==> run_1/drive_strength.png <==
(3 px per um)
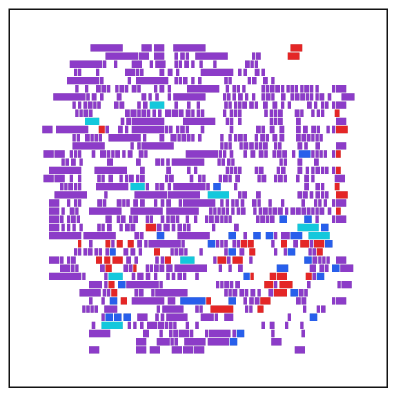
==> run_1/final_congestion.png <==
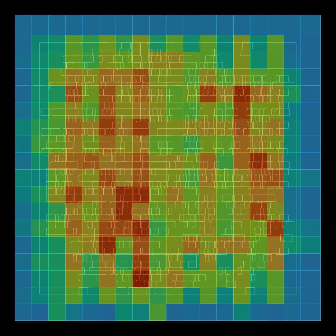
==> run_1/met3.png <==
(4 px per um)
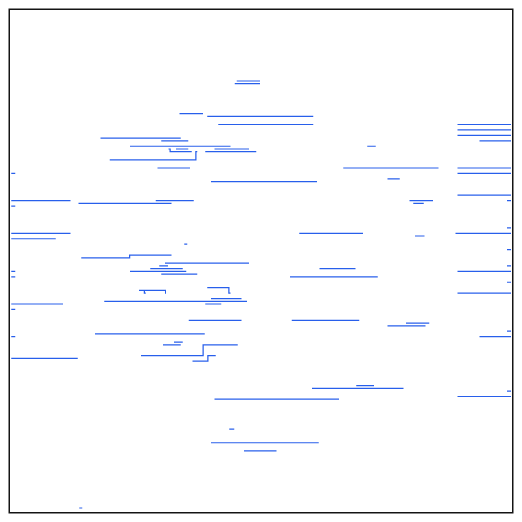
$ cat src/rtl/reg_wb_queue_pkg.sv
// Shared processor constants for the register write-back queue: default widths,
// queue depth and the stack-pointer register index.
package reg_wb_queue_pkg;

    localparam int DW_DEF    = 8;
    localparam int AW_DEF    = 2;
    localparam int DEPTH_DEF = 4;
    localparam int SP_REG    = 3;

endpackage

$ cat src/rtl/reg_wb_queue_wb_fifo.sv
// Storage and pointers for pending register writes.
// Two pushes and one pop per edge. push0 is always the older entry.
module wb_fifo #(
    parameter int DW    = 8,
    parameter int AW    = 2,
    parameter int DEPTH = 4,
    localparam int PW   = $clog2(DEPTH),
    localparam int CW   = $clog2(DEPTH) + 1
) (
    input  logic                       clk,
    input  logic                       rst,
    input  logic                       push0_i,
    input  logic [AW-1:0]              addr0_i,
    input  logic [DW-1:0]              data0_i,
    input  logic                       push1_i,
    input  logic [AW-1:0]              addr1_i,
    input  logic [DW-1:0]              data1_i,
    input  logic                       pop_i,
    output logic [CW-1:0]              count_o,
    output logic [PW-1:0]              rd_ptr_o,
    output logic [DEPTH-1:0][AW-1:0]   addr_o,
    output logic [DEPTH-1:0][DW-1:0]   data_o
);

    logic [PW-1:0]            wr_ptr_q, wr_ptr_d, rd_ptr_q, rd_ptr_d, slot1;
    logic [CW-1:0]            count_q, count_d;
    logic [DEPTH-1:0][AW-1:0] addr_q;
    logic [DEPTH-1:0][DW-1:0] data_q;

    // The younger push lands one slot further on only when both pushes fire.
    always_comb begin
        slot1    = wr_ptr_q + PW'(push0_i);
        wr_ptr_d = wr_ptr_q + PW'(push0_i) + PW'(push1_i);
        rd_ptr_d = rd_ptr_q + PW'(pop_i);
        count_d  = count_q + CW'(push0_i) + CW'(push1_i) - CW'(pop_i);
    end

    always_ff @(posedge clk) begin
        if (rst) begin
            wr_ptr_q <= '0;
            rd_ptr_q <= '0;
            count_q  <= '0;
        end else begin
            wr_ptr_q <= wr_ptr_d;
            rd_ptr_q <= rd_ptr_d;
            count_q  <= count_d;
        end
    end

    always_ff @(posedge clk) begin
        if (!rst) begin
            if (push0_i) begin
                addr_q[wr_ptr_q] <= addr0_i;
                data_q[wr_ptr_q] <= data0_i;
            end
            if (push1_i) begin
                addr_q[slot1] <= addr1_i;
                data_q[slot1] <= data1_i;
            end
        end
    end

    assign count_o  = count_q;
    assign rd_ptr_o = rd_ptr_q;
    assign addr_o   = addr_q;
    assign data_o   = data_q;

endmodule

$ cat src/rtl/reg_wb_queue.sv
// Register write-back queue: merges load and ALU results into one in-order
// register-file write port, with forwarding of pending writes to decode.
module reg_wb_queue
    import reg_wb_queue_pkg::*;
#(
    parameter int DW    = DW_DEF,
    parameter int AW    = AW_DEF,
    parameter int DEPTH = DEPTH_DEF,
    localparam int PW   = $clog2(DEPTH),
    localparam int CW   = $clog2(DEPTH) + 1
) (
    input  logic          clk,
    input  logic          rst,
    input  logic          mem_valid,
    input  logic [AW-1:0] mem_addr,
    input  logic [DW-1:0] mem_data,
    output logic          mem_ready,
    input  logic          alu_valid,
    input  logic [AW-1:0] alu_addr,
    input  logic [DW-1:0] alu_data,
    output logic          alu_ready,
    input  logic          wb_hold,
    output logic          wb_en,
    output logic [AW-1:0] wb_addr,
    output logic [DW-1:0] wb_data,
    input  logic [AW-1:0] fwd_addr,
    output logic          fwd_hit,
    output logic [DW-1:0] fwd_data,
    output logic [CW-1:0] count
);

    logic                     mem_push, alu_push, pop, not_empty;
    logic [PW-1:0]            rd_ptr;
    logic [DEPTH-1:0][AW-1:0] ent_addr;
    logic [DEPTH-1:0][DW-1:0] ent_data;

    // Loads win the last free slot; a same-cycle pop never frees space early.
    assign mem_ready = count < CW'(DEPTH);
    assign alu_ready = (count < CW'(DEPTH)) && !(mem_valid && count == CW'(DEPTH - 1));
    assign mem_push  = mem_valid && mem_ready;
    assign alu_push  = alu_valid && alu_ready;

    assign not_empty = count != '0;
    assign pop       = not_empty && !wb_hold;
    assign wb_en     = pop;
    assign wb_addr   = not_empty ? ent_addr[rd_ptr] : '0;
    assign wb_data   = not_empty ? ent_data[rd_ptr] : '0;

    wb_fifo #(.DW(DW), .AW(AW), .DEPTH(DEPTH)) u_fifo (
        .clk      (clk),
        .rst      (rst),
        .push0_i  (mem_push),
        .addr0_i  (mem_addr),
        .data0_i  (mem_data),
        .push1_i  (alu_push),
        .addr1_i  (alu_addr),
        .data1_i  (alu_data),
        .pop_i    (pop),
        .count_o  (count),
        .rd_ptr_o (rd_ptr),
        .addr_o   (ent_addr),
        .data_o   (ent_data)
    );

    // Walk oldest to youngest so the last match left standing is the youngest.
    always_comb begin
        fwd_hit  = 1'b0;
        fwd_data = '0;
        for (int k = 0; k < DEPTH; k++) begin
            if (CW'(k) < count && ent_addr[rd_ptr + PW'(k)] == fwd_addr) begin
                fwd_hit  = 1'b1;
                fwd_data = ent_data[rd_ptr + PW'(k)];
            end
        end
    end

endmodule

$ cat config.mk
export PLATFORM = sky130hd
export DESIGN_NAME = reg_wb_queue
export DESIGN_NICKNAME = d
export VERILOG_FILES = /design/src/rtl/reg_wb_queue_pkg.sv /design/src/rtl/reg_wb_queue_wb_fifo.sv /design/src/rtl/reg_wb_queue.sv
export SDC_FILE = /design/constraint.sdc
export NUM_CORES = 1
export LEC_CHECK = 0
export ABC_AREA = 1
export CAP_MARGIN = 25
export CORE_MARGIN = 10
export CORE_UTILIZATION = 40
export DETAILED_ROUTE_END_ITERATION = 10
export HOLD_SLACK_MARGIN = 0.03
export PLACE_DENSITY = 0.65
export SYNTH_ARGS = -nofsm -noshare
export SYNTH_HDL_FRONTEND = slang
export SYNTH_HIERARCHICAL = 1
export SYNTH_SLANG_ARGS = --single-unit
$ cat constraint.sdc
create_clock -name clk -period 3.1 [get_ports clk]
set_clock_uncertainty 0.2 [all_clocks]
set_input_delay 0.62 -clock clk [delete_from_list [all_inputs] [get_ports clk]]
set_output_delay 0.62 -clock clk [all_outputs]
set_load 0.02 [all_outputs]
==> summary.txt, run 1 <==
Update from the flow run.

By instance count after routing, the leading logic cell type is nand2_1. The logs give a warning total of 27. For the worst setup path, the data arrival time is 2.21 ns.

The highest-delay cell along the critical path is clkdlybuf4s50_1. Subtracting the final worst setup slack from the clock period gives 3.03 ns. The post-synth tally of flip-flops with integrated enable is 40. The post-place instance area is 0.00517 mm2. The critical path runs through a total of 10 cells. The floorplan step defined a die boundary enclosing 0.0158 mm2.

The tightest min-delay check is of the flop to flop type. The total negative slack for setup checks is 0 ns. The flip-flop count of the largest register, all copies and words added is 32. By instance count, the leading cell after synthesis is nand2_1. Post-route period utilization is reported as 0.977. The layout inverter count without the clock tree is 96. The clock tree root buffer cell is clkbuf_8. The first global-routing pass estimated 21.1 mm of wire.

Hold repair after CTS inserted 0 buffers. The endpoint type of the worst setup path is an output port. Of the total synthesized cell area, the portion taken by AND, OR, NAND and NOR gates is 0.474. The kind of start point of the critical path is an input pin.

The final timing report lists a max-slew violation count of 0. Measured against the total synthesized area, the mux share comes to 0. Summing all flip-flop and latch instances after layout gives around 0.0013 mm2.

The leakage power total is 2.67 nW. After synthesis, the chip area reported by Yosys is approximately 0.0045 mm2. The core utilization of the finished layout is 0.484. Across the placement rows, the number of tap cells is approximately 140.

Yosys reported a register bit count of 47. The count of clock buffers in the final design is 7. The final hold violation count recorded for this run is 0.

The tightest slew margin relative to the limit is 0.455. The post-synthesis cell type with the largest combined area is edfxtp_1. The number of antenna violations at the first check in global routing is 0. The clock-pin transition on the worst setup and hold timing paths is roughly 0.08 ns. Per the cell usage report, the commonest logic cells after layout are nand2_1, nand3_1, inv_1. Counting the buffers created by CTS gives 5.

The depth of the worst register-to-register path is 10. Entering global routing, the biggest net connects 42 pins. The setup slack of the most critical reg-to-reg path is 0.46 ns. The timing report gives the biggest stage delay along the critical path as 0.48 ns. The proportion of netlist area held by the largest area contributor is 0.270.

The total of warnings raised by yosys is 6. The initial utilization of the core area, before any placement, comes to 0.409. The number of filler instances in the final layout is 1155. The HPWL after detailed placement is 9.99 mm. The maximum buffer depth of the clock tree is 2. The part of the Yosys area used for sequential elements is 0.301.

Global routing finished with a remaining overflow of 0. On the critical path the largest part of the delay comes from buffers and inverters. The xor/xnor share of the synthesized area is 0.00393.

TritonCTS built the clock tree. The run finished with clean final reports. The number of placed instances, taps included, is 913.

The post-synthesis instance total is 727. The buffer_ports step reported a buffer count of 51. The total of max-cap violations is 0.

Per the synthesis report, the AND-OR/OR-AND share of the synthesized area is 0.0728. The critical path maximum fanout is 4. Multi-input logic gates represent a cell area share of 0.485. The number of global-route vias before repair came to ~4200. The completed layout was analyzed and its total power is 0.00550 W. Setup repair after global routing could not meet its margin everywhere. The largest voltage drop on the vdd net is 500 uV. In the setup report, the worst path falls into the class input pin to output port. The flop share of the area is 0.255. In this run, the number of DRC markers left after iteration 0 of detailed routing was about 600. The setup slack at placement is -0.318 ns. After the flow finishes, the layout carries non-filler instances totaling 925.

The number of standard cells reported by yosys is 727. The synthesized area per cell is 6.13 um2. The endpoint of the most critical setup path is fwd_data[5]. The total nets after synthesis is 760. In this run the critical path is formed by clkdlybuf4s50_1, inv_1, nand3_1, nand2_2, nor2_2, nand3_1, nand3_1, nand2_1, nand2_1, clkdlybuf4s15_2. The fraction of final cell area spent on non-clock buffers in this run is 0.142. The report lists the power per cell area as 1040 mW/mm2. The final hold slack is 0.392 ns. The multi-input gate area in the final layout is ~0.0026 mm2. The achievable clock frequency is roughly 330 MHz.

The critical path's most frequent cell is nand3_1. The number of inserted diodes is 0. The worst-skew pair later-pin latency is ~0.31 ns.

For the pin with the worst max-slew slack, the measured transition is a little over 0.8 ns. The end of the worst register-to-register path is u_fifo/count_o[2]. The dominant non-sequential cell family after synthesis is simple AND/OR/NAND/NOR gates.

The total DRC errors in the routed layout is 0. The cell area after synthesis is approximately 0.0045 mm2. The post-detailed-route count of antenna-violating nets is 0. The share of synthesized cell area in full adder, half adder and majority cells is 0.0202.

CTS saw 47 sinks. The first element of the critical path is fwd_addr[1]. The required time of the critical path is ~2.3 ns. 52 I/O pins were placed. Ranked by instance count, the synthesized netlist is headed by nand2_1, nand3_1, inv_1. The total area inside the core boundary comes to 0.0109 mm2. The sequential cell count is about 47. The layout summary lists the proportion of cells stronger than drive strength 1 as 0.108. The final weighted congestion in routability-driven placement is 0.830.

The destination of the worst hold path is u_fifo/rd_ptr_o[1]. For this run, combinational gates with multiple inputs come to 554. Of all the cell area in the finished design, the clock network holds 0.0154.

Yosys attributes the largest share of cell area to edfxtp_1, nand2_1, nand3_1. The main flop type after synthesis is edfxtp_1.
Notes on drive_strength.png above:
- drive 2: red (cells 45; share 5.7%; most used nand2_2)
- drive 1 or less: purple (cells 700; share 89%; most used nand2_1)
- drive 6 and up: cyan (cells 9; share 1.1%; most used clkbuf_8)
- drive 3 to 4: blue (cells 31; share 3.9%; most used buf_4)
worst setup slack after layout: 0.0713 ns
number of buffers outside the clock class in the layout: 80
post-route cell area: 0.00528 mm2
layout overhead on the synthesized area: 18.4%

Notes on final_congestion.png above:
per-cell routed wire length: 13.9 um
layer with the highest usage after global routing: met2
met2 capacity usage during global routing: 0.247
global-route met1 utilization: 0.218
all-layer global routing usage: 0.156

Notes on met3.png above:
- share of all routed wire: 6.9%
- longest straight run: 35.4 um
global routing usage on met3: 0.0232
routed wire length: 12.8 mm
total via count in the routed design: 4636

-- run 1: power by group --
part | total [W] | switching (W) | internal [W] | leakage, nW
Clock | 0.000370 | 0.000212 | 0.000159 | 0.0422
Sequential | 0.00125 | 0.000231 | 0.00101 | 0.451
Combinational | 0.00388 | 0.00245 | 0.00144 | 2.18
-- run 1: metal layers --
metal / GRT usage / routed length, um / part of all wire / vias to the layer above
met5: 0 / 0 / 0 / -
met3: 0.0232 / 887 / 0.069 / 7
li1: - / - / - / 2424
met4: 0.0359 / 133 / 0.010 / 0
met1: 0.218 / 6180 / 0.48 / 2059
met2: 0.247 / 5620 / 0.44 / 146
-- run 1: repair_timing --
item	4_1_cts	5_1_grt
buffers inserted	0	3
resized	22	12
pin swaps	0	2
endpoints found under the setup margin	9	16
gates cloned	0	1
==> run_1/gate_families.png <==
(3 px per um)
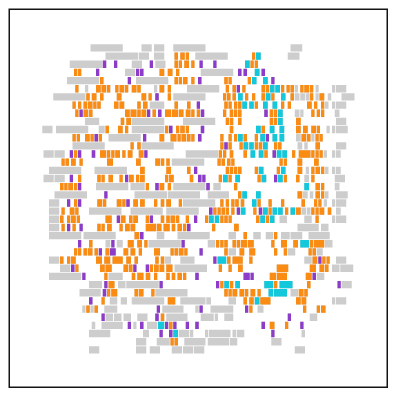

==> run 1 -> run 2 <==
--- a/config.mk
+++ b/config.mk
@@ -10,8 +10,9 @@
 export CORE_MARGIN = 10
 export CORE_UTILIZATION = 40
 export DETAILED_ROUTE_END_ITERATION = 10
+export DONT_BUFFER_PORTS = 1
 export HOLD_SLACK_MARGIN = 0.03
-export PLACE_DENSITY = 0.65
+export PLACE_DENSITY = 0.59
 export SYNTH_ARGS = -nofsm -noshare
 export SYNTH_HDL_FRONTEND = slang
 export SYNTH_HIERARCHICAL = 1
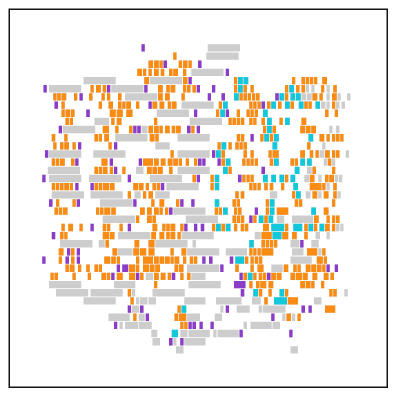
(run_2/gate_families.png)
(3 px per um)
- NAND gates: orange (cells 434)
- inverters: purple (cells 96)
- inverting AOI/OAI gates: cyan (cells 60)

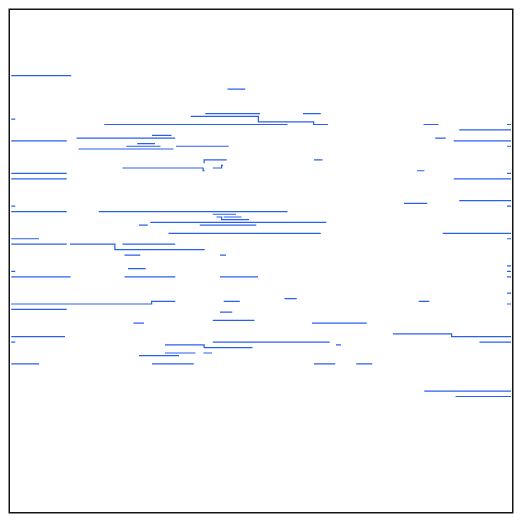
(run_2/met3.png)
(4 px per um)
- longest straight run: 46.9 um
- share of all routed wire: 7.4%

==> run 2 against run 1 <==
Non-clock buffer count fell by 62; clock power increased by 19%; routed wire length shrank 2.8%; area after synthesis unchanged; critical path type is now flop to output port; highest routed layer unchanged.
==> summary.txt, run 2 <==
Update from the flow run.

The number of antenna violations at the first check in global routing is 0. The global routing report lists met2 layer usage as 0.223. The post-detailed-route count of antenna-violating nets is 0. The total negative slack for setup checks is 0 ns.

Among all flip-flop cells after synthesis, the most frequent one is edfxtp_1. After detailed routing, the total wire length is 12.5 mm. The path length in cells of the critical path is 12. The power report attributes to the clock group a share of 0.087. Buffers inserted during clock tree synthesis total 5. The arrival time at the worst endpoint is 2.09 ns. After layout, the design draws a total of 0.00508 W. The final cell area excluding filler cells is 0.00472 mm2.

The required time of the critical path is roughly 2.3 ns. The post-synthesis instance total is 727. For the worst flop-to-flop path, the logic depth is 10.

The run finished with clean final reports. Summed over all routing layers, the global router reports a total usage of 0.152. The endpoint type of the worst setup path is an output port. By area the synthesized netlist is led by edfxtp_1, nand2_1, nand3_1. The detailed router finished its first iteration with just under 500 violations. The number of inserted diodes is 0.

The number of filler instances in the final layout is about 1200. Pin placement for this block handled 52 I/O pins. In this run the full chip footprint comes out at 0.0158 mm2.

The clock tree has to reach approximately 47 sinks. In this design, the stage delay of the slowest critical-path cell is 0.42 ns. The total nets after synthesis is approximately 760. Setup repair after global routing left no endpoint under its margin. The timing report gives the worst reg2reg path a setup slack of 0.50 ns. The largest power group is combinational cells. The total count of hold-check failures in the final report is 0. The first global-routing pass estimated 20.6 mm of wire. The synthesized netlist was found by Yosys to have 727 cells. In this run, synthesis inferred 40 flip-flops with an integrated enable. The cell with the most instances after synthesis is nand2_1. The hold buffer count at CTS is 0. The highest-delay cell along the critical path is dfxtp_4.

The share of the core area taken by cells at floorplan is 0.409. For reference, the top cells by count after synthesis are nand2_1, nand3_1, inv_1. The clock-pin transition on the worst setup and hold timing paths is 0.08 ns. The post-synthesis cell type with the largest combined area is edfxtp_1.

The register with the most flip-flops in the layout has 32 of them. The layout summary lists the proportion of cells stronger than drive strength 1 as 0.0900. The library cell used most frequently in the layout, excluding fill and tap cells, is nand2_1. The area recorded from the Yosys report for this design is 0.00445 mm2.

The critical path class is flop to output port. The post-place instance area is between 0.004 and 0.005 mm2. The met3 wire length is 924 um. The signal on the critical path passes through inv_8, nand2_1, nand2_4, nand2_1, nand3_1, nand2_1, nor2_8, nand2_4, nand2_1, nand3_1, nand2_1, nand2_1. The worst setup path is launched from a flop. The number of buffers added on ports is 0. Including well taps, the total number of placed cells is 851. The final clock period utilization by the worst path is 0.940.

In this run the critical register-to-register path is captured at u_fifo/count_o[2]. The average wire per standard cell is 14.5 um. The most numerous cell type found on the critical path is nand2_1. The destination of the worst hold path is u_fifo/rd_ptr_o[0].

The relative area change from synthesis to final layout is 5.98%. Looking at the critical path, the highest net fanout was 27. In this run the tools logged warnings totalling 26. The clock tree root buffer cell is clkbuf_8.

Summing every instance area after synthesis gives 0.00445 mm2. The largest net degree at the start of global routing is 51. STA on the placed design reports a worst setup slack of approximately 0.30 ns. The proportion of netlist area held by the largest area contributor is 0.270. The leakage power total is 2.41 nW.

The final tally of max-slew violations is 0. The later pin in the worst-skew pair is clocked with a latency of roughly 0.30 ns. The tightest hold path in the finished design has a slack of 0.168 ns. The final weighted congestion in routability-driven placement is 0.891.
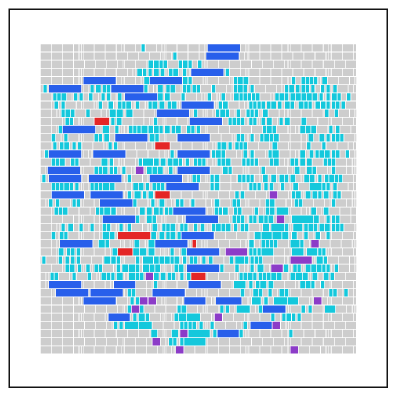
(run_2/cell_classes.png)
(3 px per um) Fill, decap, tap and diode cells in gray.
- all other logic: cyan (cells 650; share of their area 65%)
- clock drivers and dummy loads: red (cells 7; share of their area 2.3%)
- other buffers and delay cells: purple (cells 18; share of their area 3.6%)
- flip-flops: blue (cells 47; share of their area 30%)
utilization of the core after routing: 0.434
count of standard-cell rows: 38
register fraction of the total cell area: 0.285
floorplan core area: 0.0109 mm2

run 2: final cells by class:
class,instances,area (um2),share of cell area
flip-flops and latches,47,1350,0.285
clock buffers,6,72.6,0.0154
multi-input cells,554,2560,0.543
well taps,140,175,0.0371
inverters,96,370,0.0785
clock inverters,1,30.0,0.00636
repair buffers,18,164,0.0347
run 2: worst register-to-register path, stage by stage, from the launching register on:
cell and delay (ns):
dfxtp_1 0.32, buf_4 0.17, a31oi_1 0.17, and2_1 0.20
inv_1 0.09, ha_1 0.28, inv_1 0.04, fa_1 0.37
fa_1 0.39, nand3b_1 0.16, a21oi_1 0.13
run 2: logic make-up after synthesis:
group | share of synthesized area
simple gates | 0.474
flops | 0.301
fa+ha+maj | 0.0202
buf+inv | 0.128
compound gates | 0.0728
xor+xnor | 0.00393
==> run 2 -> run 3 <==
--- a/config.mk
+++ b/config.mk
@@ -17,3 +17,4 @@
 export SYNTH_HDL_FRONTEND = slang
 export SYNTH_HIERARCHICAL = 1
 export SYNTH_SLANG_ARGS = --single-unit
+export TNS_END_PERCENT = 5
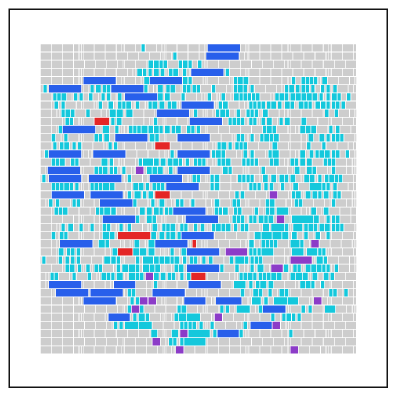
(run_3/cell_classes.png)
(3 px per um) Fill, decap, tap and diode cells in gray.
- flip-flops: blue (cells 47; share of their area 30%)
- other buffers and delay cells: purple (cells 18; share of their area 3.6%)
- all other logic: cyan (cells 650; share of their area 65%)
- clock drivers and dummy loads: red (cells 7; share of their area 2.3%)
post-route cell area: 0.00472 mm2

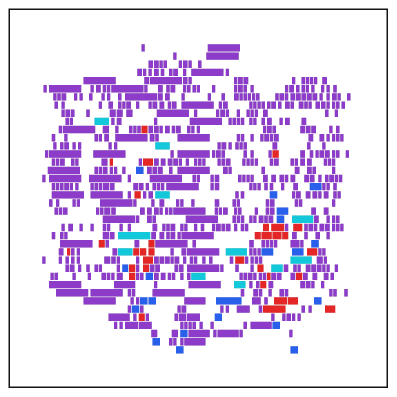
(run_3/drive_strength.png)
(3 px per um)
- drive 2: red (cells 33; share 4.6%; most used nand2_2)
- drive 3 to 4: blue (cells 21; share 2.9%; most used buf_4)
- drive 1 or less: purple (cells 657; share 91%; most used nand2_1)
- drive 6 and up: cyan (cells 11; share 1.5%; most used clkbuf_8)

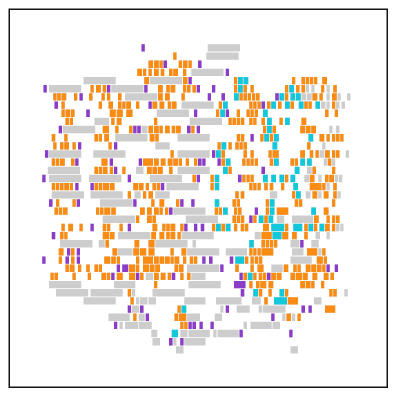
(run_3/gate_families.png)
(3 px per um)
- NAND gates: orange (cells 434)
- inverters: purple (cells 96)
- inverting AOI/OAI gates: cyan (cells 60)

==> run 3 against run 2 <==
Sequential power hardly changed; combinational power hardly changed; worst hold slack stayed put; cell area stayed put; critical path depth stayed put.
==> summary.txt, run 3 <==
Update from the flow run.

The final clock period utilization by the worst path is 0.940. The wire-length estimate of the detail-placed layout is between 9 and 10 mm. The time the final worst path needs with I/O delays and setup is 2.91 ns. By instance count, the leading cell after synthesis is nand2_1. The critical path class is flop to output port. The flip-flop count of the largest register, all copies and words added is 32.

The post-synth tally of flip-flops with integrated enable is 40. The average wire per standard cell is 14.5 um. When the netlist entered floorplanning its net count stood at 760.

The met1 capacity usage during global routing is 0.218. The largest net degree at the start of global routing is 51. The worst setup path is launched from a flop.

The first element of the critical path is u_fifo/rd_ptr_o[0]. Based on the critical path, the design can be clocked at up to 343 MHz. In this run the worst setup path terminates at fwd_data[7]. The script extracted a total leakage power of between 2 and 2.5 nW. The floorplan step defined a core boundary enclosing approximately 0.011 mm2. The number of clock sinks is 47. The uppermost signal routing layer after detailed routing is met4. The most heavily used metal layer in global routing is met2. The post-place instance area is ~0.0045 mm2.

The most frequent logic cell in the layout is nand2_1. Of the total power, the clock network draws 0.087. Per the final layout report, the fraction of cells sized above drive strength 1 comes to 0.0900. The run finished with clean final reports. The worst-skew pair later-pin latency is 0.30 ns.

The global-route usage over all layers is 0.152. STA on the placed design reports a worst setup slack of 0.300 ns. The hold buffer count at CTS is 0. Across all hold checks on the routed design, the worst slack comes to roughly 0.17 ns. The path length in cells of the critical path is 12. The number of standard cells reported by yosys is 727. The final timing report gives a worst setup slack of roughly 0.19 ns. The number of placed instances, taps included, is between 800 and 900.

The first routing iteration left 494 violations. Yosys reports a chip area of 0.00445 mm2. Counting flops and latches in the post-synthesis netlist gives 47. For reference, the clock transition at the flip-flops on the worst setup and hold paths is 0.08 ns. The global routing report lists met3 layer usage as 0.0431. On the critical path the largest part of the delay comes from simple AND/OR/NAND/NOR gates.

The number of global-route vias before repair was a little under 4000. The end of the worst register-to-register path is u_fifo/count_o[2]. The count of cells in the finished layout, fillers not included, comes to 862. The critical path's most frequent cell is nand2_1. Counting the warning lines in the Yosys log gives 6.

The number of antenna violations at the first check in global routing came to 0. Max-slew check failures listed in the final report amount to 0. The slowest stage of the critical path is the dfxtp_4 cell.

After floorplanning, the die was sized to cover 0.0158 mm2. In this run the power density over the cells is between 1000 and 1500 mW/mm2. The post-synthesis cell type with the largest combined area is edfxtp_1. The post-synthesis instance total is a little over 700. The met1 wire length is 6.39 mm.

Per the final timing report, the hold violations number 0. The final report gives the core utilization as 0.434. The relative area change from synthesis to final layout is 5.98%. Summed over the clock group, the power is 0.000442 W. The number of buffers added on ports is 0. The part of the Yosys area used for sequential elements is 0.301.

After synthesis the cells add up to 0.00445 mm2. In the layout the commonest cells are nand2_1, nand3_1, inv_1. The tightest slew margin relative to the limit is 0.502. The longest clock path from root to sink contains 2 buffers.

The total negative slack for setup checks is 0 ns. The clock tree root buffer cell is clkbuf_8. The count of tool warnings is 26. The final weighted congestion in routability-driven placement is 0.891. The largest power group is combinational cells. VDD sags by at most between 400 and 500 uV. Setup repair after global routing left no endpoint under its margin. Checking hold timing, the worst path is listed with class input pin to flop. The part of the power in registers is 0.250.

The power spent charging and discharging nets is 0.00280 W. The met3 wire length is 924 um. The required time of the critical path is 2.28 ns. For this run, the leading register cell type out of synthesis is edfxtp_1. The first global-routing pass estimated 20.6 mm of wire.

The switching fraction of total power is 0.552. Per report_power, the Combinational row totals approximately 0.0034 W. At the pin with the least slew margin, the transition time is 0.746 ns. The endpoint type of the worst setup path is an output port.
## run 3: cell counts in the layout (fill, tap and decap cells not counted)
No cell type changed its count.
## run 3: logic make-up after synthesis
family,after synthesis,share of synthesized area
buf+inv,127,0.128
flops,47,0.301
fa+ha+maj,6,0.0202
simple gates,485,0.474
compound gates,60,0.0728
xor+xnor,2,0.00393
## run 3: cell type report
| cell class | count | area share |
|---|---|---|
| multi-input combinational | 554 | 0.543 |
| sequential | 47 | 0.285 |
| inverter | 96 | 0.0785 |
| tap | 140 | 0.0371 |
| timing repair buffer | 18 | 0.0347 |
| clock buffer | 6 | 0.0154 |
| clock inverter | 1 | 0.00636 |
## run 3: repair_timing
item	in CTS	in global routing
gates resized	3	8
setup buffers	0	3
endpoints found under the setup margin	8	9
gates cloned	0	1
pin swaps	0	2
Power and IR drop assume default switching activity.
